==> run_1/placement_by_type.png <==
Drawn at 4 px/um.
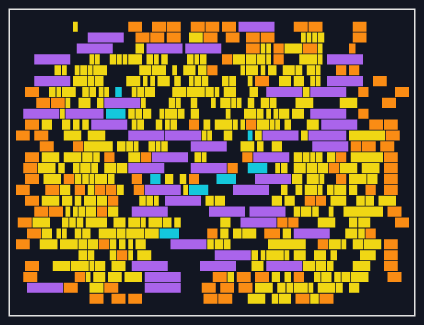
==> run_1/placement.png <==
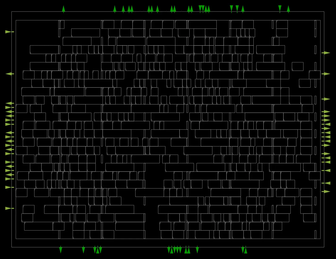
==> run_1/layer_met3.png <==
Drawn at 3 px/um.
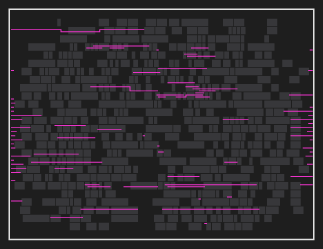
==> run_1/sizes.png <==
Drawn at 4 px/um.
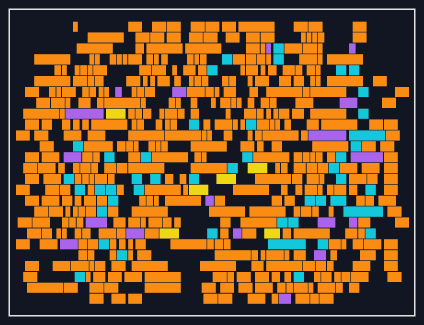
**src/rtl/rbm_iter_sched.sv**
```systemverilog
// rbm_iter_sched: runs max_iter hidden/class sampler iterations and accumulates
// each class sample into result with per-element unsigned saturation.
// Optional watchdog on sampler waits: define RBM_SCHED_TIMEOUT_EN.
//
// state   | meaning
// S_IDLE  | waiting for start; result and iter_count hold
// S_H_RUN | hidden-layer sampler launched, waiting for h_done
// S_C_RUN | class-layer sampler launched, waiting for c_done
// S_DONE  | max_iter iterations accumulated; result and iter_count hold
module rbm_iter_sched #(
   parameter int output_bitlength = 12,
   parameter int out_dim          = 2,
   parameter int max_iter         = 1000,
   parameter int iter_width       = 16,
   parameter int timeout_cycles   = 256
) (
   input  logic                                  clock,
   input  logic                                  reset,
   input  logic                                  start,
   input  logic                                  abort,
   output logic                                  h_start,
   input  logic                                  h_done,
   output logic                                  c_start,
   input  logic                                  c_done,
   input  logic [out_dim*output_bitlength-1:0]   sample_in,
   output logic [out_dim*output_bitlength-1:0]   result,
   output logic [iter_width-1:0]                 iter_count,
   output logic                                  busy,
   output logic                                  finish,
   output logic                                  error
);

   localparam int OB = output_bitlength;
   localparam int RW = out_dim * output_bitlength;
   localparam logic [iter_width-1:0] ITER_LAST = iter_width'(max_iter);
   localparam logic [iter_width-1:0] ITER_ONE  = 1;

   typedef enum logic [1:0] {
      S_IDLE  = 2'd0,
      S_H_RUN = 2'd1,
      S_C_RUN = 2'd2,
      S_DONE  = 2'd3
   } state_t;

   state_t                state, state_nxt;
   logic                  h_start_nxt, c_start_nxt;
   logic [RW-1:0]         result_nxt, sum_sat;
   logic [iter_width-1:0] iter_count_nxt, iter_inc;
   logic [OB:0]           elem_sum;
   logic                  wd_trip;

   assign busy   = (state == S_H_RUN) || (state == S_C_RUN);
   assign finish = (state == S_DONE);

   // element-wise add with a carry bit; a carry means clamp to all ones
   always_comb begin
      sum_sat  = '0;
      elem_sum = '0;
      for (int i = 0; i < out_dim; i++) begin
         elem_sum = {1'b0, result[i*OB +: OB]} + {1'b0, sample_in[i*OB +: OB]};
         sum_sat[i*OB +: OB] = elem_sum[OB] ? {OB{1'b1}} : elem_sum[OB-1:0];
      end
   end

   always_comb begin
      state_nxt      = state;
      h_start_nxt    = 1'b0;
      c_start_nxt    = 1'b0;
      result_nxt     = result;
      iter_count_nxt = iter_count;
      iter_inc       = iter_count + ITER_ONE;
      if (abort) begin
         state_nxt = S_IDLE;
      end else begin
         case (state)
            S_IDLE, S_DONE: begin
               if (start) begin
                  state_nxt      = S_H_RUN;
                  h_start_nxt    = 1'b1;
                  result_nxt     = '0;
                  iter_count_nxt = '0;
               end
            end
            S_H_RUN: begin
               if (h_done) begin
                  state_nxt   = S_C_RUN;
                  c_start_nxt = 1'b1;
               end else if (wd_trip) begin
                  state_nxt = S_IDLE;
               end
            end
            S_C_RUN: begin
               if (c_done) begin
                  result_nxt     = sum_sat;
                  iter_count_nxt = iter_inc;
                  if (iter_inc == ITER_LAST) begin
                     state_nxt = S_DONE;
                  end else begin
                     state_nxt   = S_H_RUN;
                     h_start_nxt = 1'b1;
                  end
               end else if (wd_trip) begin
                  state_nxt = S_IDLE;
               end
            end
            default: state_nxt = S_IDLE;
         endcase
      end
   end

   always_ff @(posedge clock or negedge reset) begin
      if (!reset) begin
         state      <= S_IDLE;
         h_start    <= 1'b0;
         c_start    <= 1'b0;
         result     <= '0;
         iter_count <= '0;
      end else begin
         state      <= state_nxt;
         h_start    <= h_start_nxt;
         c_start    <= c_start_nxt;
         result     <= result_nxt;
         iter_count <= iter_count_nxt;
      end
   end

`ifdef RBM_SCHED_TIMEOUT_EN
   localparam int WD_W = $clog2(timeout_cycles + 1);
   localparam logic [WD_W-1:0] WD_LOAD = WD_W'(timeout_cycles - 1);
   localparam logic [WD_W-1:0] WD_ONE  = 1;

   logic [WD_W-1:0] wdog;
   logic            error_q;

   // down-counter reloaded on every state change; terminal count while waiting trips
   assign wd_trip = busy && (wdog == '0);
   assign error   = error_q;

   always_ff @(posedge clock or negedge reset) begin
      if (!reset) begin
         wdog    <= WD_LOAD;
         error_q <= 1'b0;
      end else begin
         if (state_nxt != state)
            wdog <= WD_LOAD;
         else if (busy && (wdog != '0))
            wdog <= wdog - WD_ONE;
         if (!busy && (state_nxt == S_H_RUN))
            error_q <= 1'b0;
         else if (busy && (state_nxt == S_IDLE) && !abort)
            error_q <= 1'b1;
      end
   end
`else
   assign wd_trip = 1'b0;
   assign error   = 1'b0;
   // timeout_cycles only has meaning when the watchdog is built in
   if (timeout_cycles < 1) begin : g_timeout_unused
   end
`endif

endmodule

```
**config.mk**
```make
export PLATFORM = sky130hd
export DESIGN_NAME = rbm_iter_sched
export DESIGN_NICKNAME = d
export VERILOG_FILES = /design/src/rtl/rbm_iter_sched.sv
export SDC_FILE = /design/constraint.sdc
export NUM_CORES = 1
export LEC_CHECK = 0
export CORE_ASPECT_RATIO = 0.75
export CORE_UTILIZATION = 46
export CTS_CLUSTER_SIZE = 12
export DETAILED_ROUTE_END_ITERATION = 7
export PLACE_DENSITY = 0.77
export SYNTH_ARGS = -nofsm -noshare
export SYNTH_HDL_FRONTEND = slang
export SYNTH_SLANG_ARGS = --single-unit
```
**constraint.sdc**
```tcl
create_clock -name clock -period 2.4 [get_ports clock]
set_input_delay 0.24 -clock clock [delete_from_list [all_inputs] [get_ports clock]]
set_output_delay 0.24 -clock clock [all_outputs]
set_load 0.05 [all_outputs]
```
==> ci_impl_report.md, run 1 <==
### Metrics collected by this job

| Metric | Value |
|---|---|
| AND/OR/NAND/NOR Cells, Area Fraction | 18.5% |
| Root buffer cell | clkbuf_8 |
| Final hold viol count | 0 |
| Worst path top cell family by delay | AND-OR/OR-AND gates |
| Latency at later pin | 300 ps |
| Critical Path RT | 2590 ps |
| Global Route Usage Sum | 24.7% |
| Worst setup path startpoint | result[0] |
| Floorplan utilization | 48.6% |
| Number of clock buffers in the layout | 6 |
| Worst slew pin tran | 505 ps |
| Pin count of the biggest net entering global routing | 23 |
| RSZ-0062 raised after global routing | yes |
| Critical path arrival | 2580 ps |
| PostCTS Resize Cnt | 0 |
| Top cells excl fill/tap | clkdlybuf4s50_1, dfrtp_1, nand2_1 |
| CTS tree | built |
| # nets final | 548 |
| Layout cell share with drive strength beyond 1 | 14.1% |
| Mapped cell area | 3380 um2 |
| Top-count cell post-synth | dfrtp_1 |
| Multi-input gate share of total cell area | 47.7% |
| Max power group | sequential cells |
| Status | completed |
| Comb_multi_in | 313 |
| Final Max Slew Viols | 0 |
| Placed insts | 575 |
| Top area cell types | dfrtp_1, ha_1, o21ai_0 |
| Post-synth EDFFs | 0 |
| Mux cell area share after synthesis | 2.37% |
| Well-tap cell count | 98 |
| Global routing's busiest layer | met2 |
| Final cycle utilization of the critical path | 99.8% |
| Routed len/inst | 15.1 um |
| Switching Share | 36.1% |
| Met1 Usage GRT | 36.0% |
| Synth cell types | 62 |
| Yosys Warn Count | 0 |
| Seq pwr | 0.000812 W |
| Total CTS buffers | 5 |
| Worst Setup EP | result[6] |
| Initial antenna violation count | 0 |
| Syn avg cell area | 8.81 um2 |
| Hold-fix buffers, CTS | 1 |
| Placed Area | 4450 um2 |
| Worst slew margin | 66.3% |
| Leading area contributor after synthesis | dfrtp_1 |
| First-pass GRT wire length | 15.3 mm |
| Post-synthesis net count | 445 |
| Main logic family | AND-OR/OR-AND gates |
| Num rows | 26 |
| Register-to-register setup slack | 4 ps |
| Met2 Usage GRT | 37.9% |
| Post-Route M1 WL | 4.26 mm |
| Worst r2r path cells | 9 |
| Total grt overflow | 0 |
| Clk cell area share | 1.86% |
| Clock Sink Count | 44 |
| Slowest cell on the critical path | dfrtp_2 |
| Logic cell area | 2180 um2 |
| Final ANT Viol Nets | 0 |
| Max FO, Critical Path | 3 |
| Nature of the critical path endpoint | flip-flop |
| Flops | 44 |
| Synth Area in XOR/XNOR | 4.40% |
| Sw Pwr | 0.000732 W |
| Total power | 0.00203 W |
-- placement_by_type.png (at the start) --
| color | class | cells |
|---|---|---|
| purple | sequential cells | 44 |
| yellow | combinational and other logic | 321 |
| orange | remaining buffers and delay cells | 115 |
| cyan | clock drivers and dummy loads | 8 |
core region area: 6960 um2
sequential cell area share: 24.2%
final design utilization: 65.6%

-- placement.png (at the start) --
post-route insts no fill: 586
Filler cells: 605

-- layer_met3.png (at the start) --
share of all routed wire: 6.2%
nets with wire on the layer: 75
wire length on this layer: 549 um
longest straight run: 32.2 um
M3 GR Usage: 4.13%
Detailed Route WL: 8.82 mm
vias: 3325

-- sizes.png (at the start) --
| color | size | cells | share |
|---|---|---|---|
| yellow | _6 and larger | 6 | 1.2% |
| orange | _0 and _1 cells | 419 | 86% |
| purple | _2 cells | 18 | 3.7% |
| cyan | _3 and _4 cells | 45 | 9.2% |
fin area: 4570 um2
Setup WS post-layout: 4.09 ps
Area Overhead vs Synth: 35.1%
Signal buffers: 115

==> run 2: changes to the inputs <==
- CORE_MARGIN: not set -> 1.5
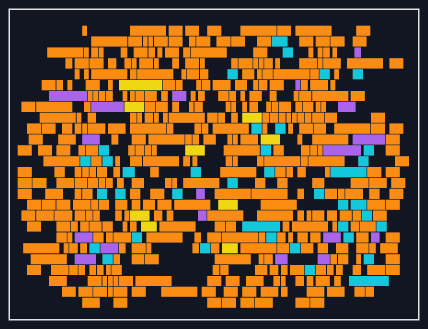
(run_2/sizes.png)
Drawn at 4 px/um.
| color | size | cells | share |
|---|---|---|---|
| yellow | _6 and larger | 9 | 1.9% |
| orange | _0 and _1 cells | 416 | 86% |
| purple | _2 cells | 18 | 3.7% |
| cyan | _3 and _4 cells | 38 | 7.9% |
Signal buffers: 108
Setup WS post-layout: 1.94 ps

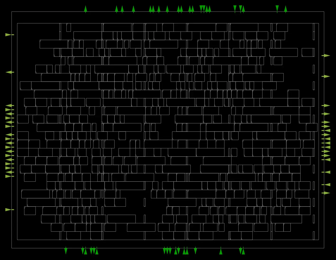
(run_2/placement.png)
Filler cells: 595
Flops: 44
well-tap cell count: 98
num rows: 26
sequential cell area share: 24.2%

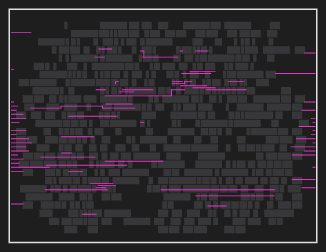
(run_2/layer_met3.png)
Drawn at 3 px/um.
longest straight run: 37.7 um
nets with wire on the layer: 67
share of all routed wire: 5.9%
wire length on this layer: 547 um
M3 GR Usage: 4.10%
vias: 3315

==> run 2 against run 1 <==
- critical path depth is the same
- via count is 0.30% lower
- first-iteration DRC count grew 10%
- sequential share of layout area about the same
- sequential power barely moved
==> ci_impl_report.md, run 2 <==
### Metrics collected by this job

| Metric | Value |
|---|---|
| Hold-fix buffers, CTS | 1 |
| Total grt overflow | 0 |
| Placed insts | 568 |
| Register-to-register setup slack | 2 ps |
| RSZ-0062 raised after global routing | yes |
| Clock Sink Count | 44 |
| Worst path top cell family by delay | AND-OR/OR-AND gates |
| Global routing's busiest layer | met2 |
| Pin count of the biggest net entering global routing | 24 |
| Synth Area in XOR/XNOR | 4.40% |
| Critical path arrival | 2590 ps |
| PostCTS Resize Cnt | 0 |
| Mapped cell area | 3380 um2 |
| Worst Setup EP | result[6] |
| Seq pwr | 0.000812 W |
| Worst setup path startpoint | result[0] |
| Top-count cell post-synth | dfrtp_1 |
| Latency at later pin | 310 ps |
| Met1 Usage GRT | 36.4% |
| Initial antenna violation count | 0 |
| Floorplan utilization | 48.6% |
| Switching Share | 34.2% |
| Core region area | 6960 um2 |
| Comb_multi_in | 313 |
| AND/OR/NAND/NOR Cells, Area Fraction | 18.5% |
| Total CTS buffers | 5 |
| Post-synthesis net count | 445 |
| # nets final | 541 |
| Nature of the critical path endpoint | flip-flop |
| Sw Pwr | 0.000744 W |
| Top area cell types | dfrtp_1, ha_1, o21ai_0 |
| Leading area contributor after synthesis | dfrtp_1 |
| Layout cell share with drive strength beyond 1 | 13.5% |
| Syn avg cell area | 8.81 um2 |
| Status | completed |
| Max power group | sequential cells |
| Multi-input gate share of total cell area | 47.9% |
| Met2 Usage GRT | 37.4% |
| Post-synth EDFFs | 0 |
| Routed len/inst | 15.9 um |
| Logic cell area | 2190 um2 |
| Max FO, Critical Path | 3 |
| First-pass GRT wire length | 15.5 mm |
| Synth cell types | 62 |
| Placed Area | 4400 um2 |
| Global Route Usage Sum | 24.5% |
| CTS tree | built |
| Main logic family | AND-OR/OR-AND gates |
| Fin area | 4560 um2 |
| Detailed Route WL | 9.22 mm |
| Yosys Warn Count | 0 |
| Top cells excl fill/tap | clkdlybuf4s50_1, dfrtp_1, nand2_1 |
| Worst slew pin tran | 523 ps |
| Slowest cell on the critical path | dfrtp_2 |
==> run 3: changes to the inputs <==
- HOLD_SLACK_MARGIN: not set -> 0.05
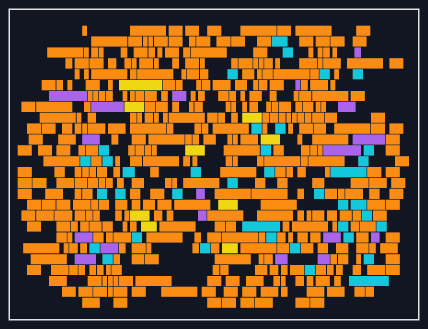
(run_3/sizes.png)
Drawn at 4 px/um.
| color | size | cells | share |
|---|---|---|---|
| orange | _0 and _1 cells | 416 | 86% |
| cyan | _3 and _4 cells | 38 | 7.9% |
| yellow | _6 and larger | 9 | 1.9% |
| purple | _2 cells | 18 | 3.7% |
fin area: 4560 um2
Area Overhead vs Synth: 35.0%

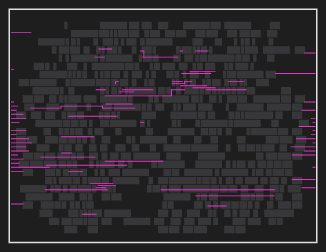
(run_3/layer_met3.png)
Drawn at 3 px/um.
longest straight run: 37.7 um
nets with wire on the layer: 67
Detailed Route WL: 9.22 mm

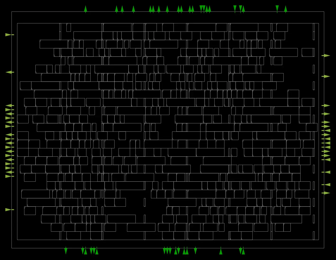
(run_3/placement.png)
post-route insts no fill: 579
final design utilization: 65.6%

==> run 3 against run 2 <==
- sequential share of layout area stayed put
- clock power is essentially flat
- highest routed layer unchanged
- wire length unchanged
- die size unchanged
- maximum frequency stayed put
- combinational power hardly changed
- first-iteration DRC count unchanged
==> ci_impl_report.md, run 3 <==
### Metrics collected by this job

| Metric | Value |
|---|---|
| Met1 Usage GRT | 36.4% |
| Final Max Slew Viols | 0 |
| PostCTS Resize Cnt | 0 |
| # nets final | 541 |
| Leading area contributor after synthesis | dfrtp_1 |
| Nature of the critical path endpoint | flip-flop |
| Total CTS buffers | 5 |
| Setup WS post-layout | 1.94 ps |
| Postcts setup bufs | 0 |
| Global routing's busiest layer | met2 |
| Well-tap cell count | 98 |
| Flops | 44 |
| Worst r2r path cells | 9 |
| Post-synthesis net count | 445 |
| Yosys Warn Count | 0 |
| Slowest cell on the critical path | dfrtp_2 |
| Drt first pass iters | 5 |
| First-pass GRT wire length | 15.5 mm |
| Sequential cell area share | 24.2% |
| Register-to-register setup slack | 2 ps |
| Latency at later pin | 310 ps |
| Total power | 0.00217 W |
| Clk pwr | 0.000615 W |
| Synth cell types | 62 |
| CP Depth | 9 |
| Floorplan utilization | 48.6% |
| Top area cell types | dfrtp_1, ha_1, o21ai_0 |
| Vias | 3315 |
| AND/OR/NAND/NOR Cells, Area Fraction | 18.5% |
| Layout cell share with drive strength beyond 1 | 13.5% |
| Critical path arrival | 2590 ps |
| Max power group | sequential cells |
| Clk cell area share | 2.66% |
| Core region area | 6960 um2 |
| Pin count of the biggest net entering global routing | 24 |
| Status | completed |
| Final cycle utilization of the critical path | 99.9% |
| Num rows | 26 |
| Met2 Usage GRT | 37.4% |
| Hold-fix buffers, CTS | 1 |
| Mux cell area share after synthesis | 2.37% |
| Number of clock buffers in the layout | 6 |
| Routed len/inst | 15.9 um |
| Root buffer cell | clkbuf_8 |
| RSZ-0062 raised after global routing | yes |
| Max FO, Critical Path | 3 |
| CTS tree | built |
| Worst setup path startpoint | result[0] |
| Top-count cell post-synth | dfrtp_1 |
| Final ANT Viol Nets | 0 |
| Chip area | 7880 um2 |
| Final hold viol count | 0 |
| Initial antenna violation count | 0 |
| Worst path top cell family by delay | AND-OR/OR-AND gates |
| Worst slew pin tran | 523 ps |
| Global Route Usage Sum | 24.5% |
| M3 GR Usage | 4.10% |
| Main logic family | AND-OR/OR-AND gates |
| Sw Pwr | 0.000744 W |
| Syn avg cell area | 8.81 um2 |
| Post-synth EDFFs | 0 |
| Comb_multi_in | 313 |
| Clock Sink Count | 44 |
| Filler cells | 595 |
| Logic cell area | 2190 um2 |
| Post-Route M1 WL | 4.42 mm |
| Worst slew margin | 65.1% |
| Mapped cell area | 3380 um2 |
| Critical Path RT | 2590 ps |
| Multi-input gate share of total cell area | 47.9% |
| Placed Area | 4400 um2 |
Power is estimated from default activity; no workload was simulated.
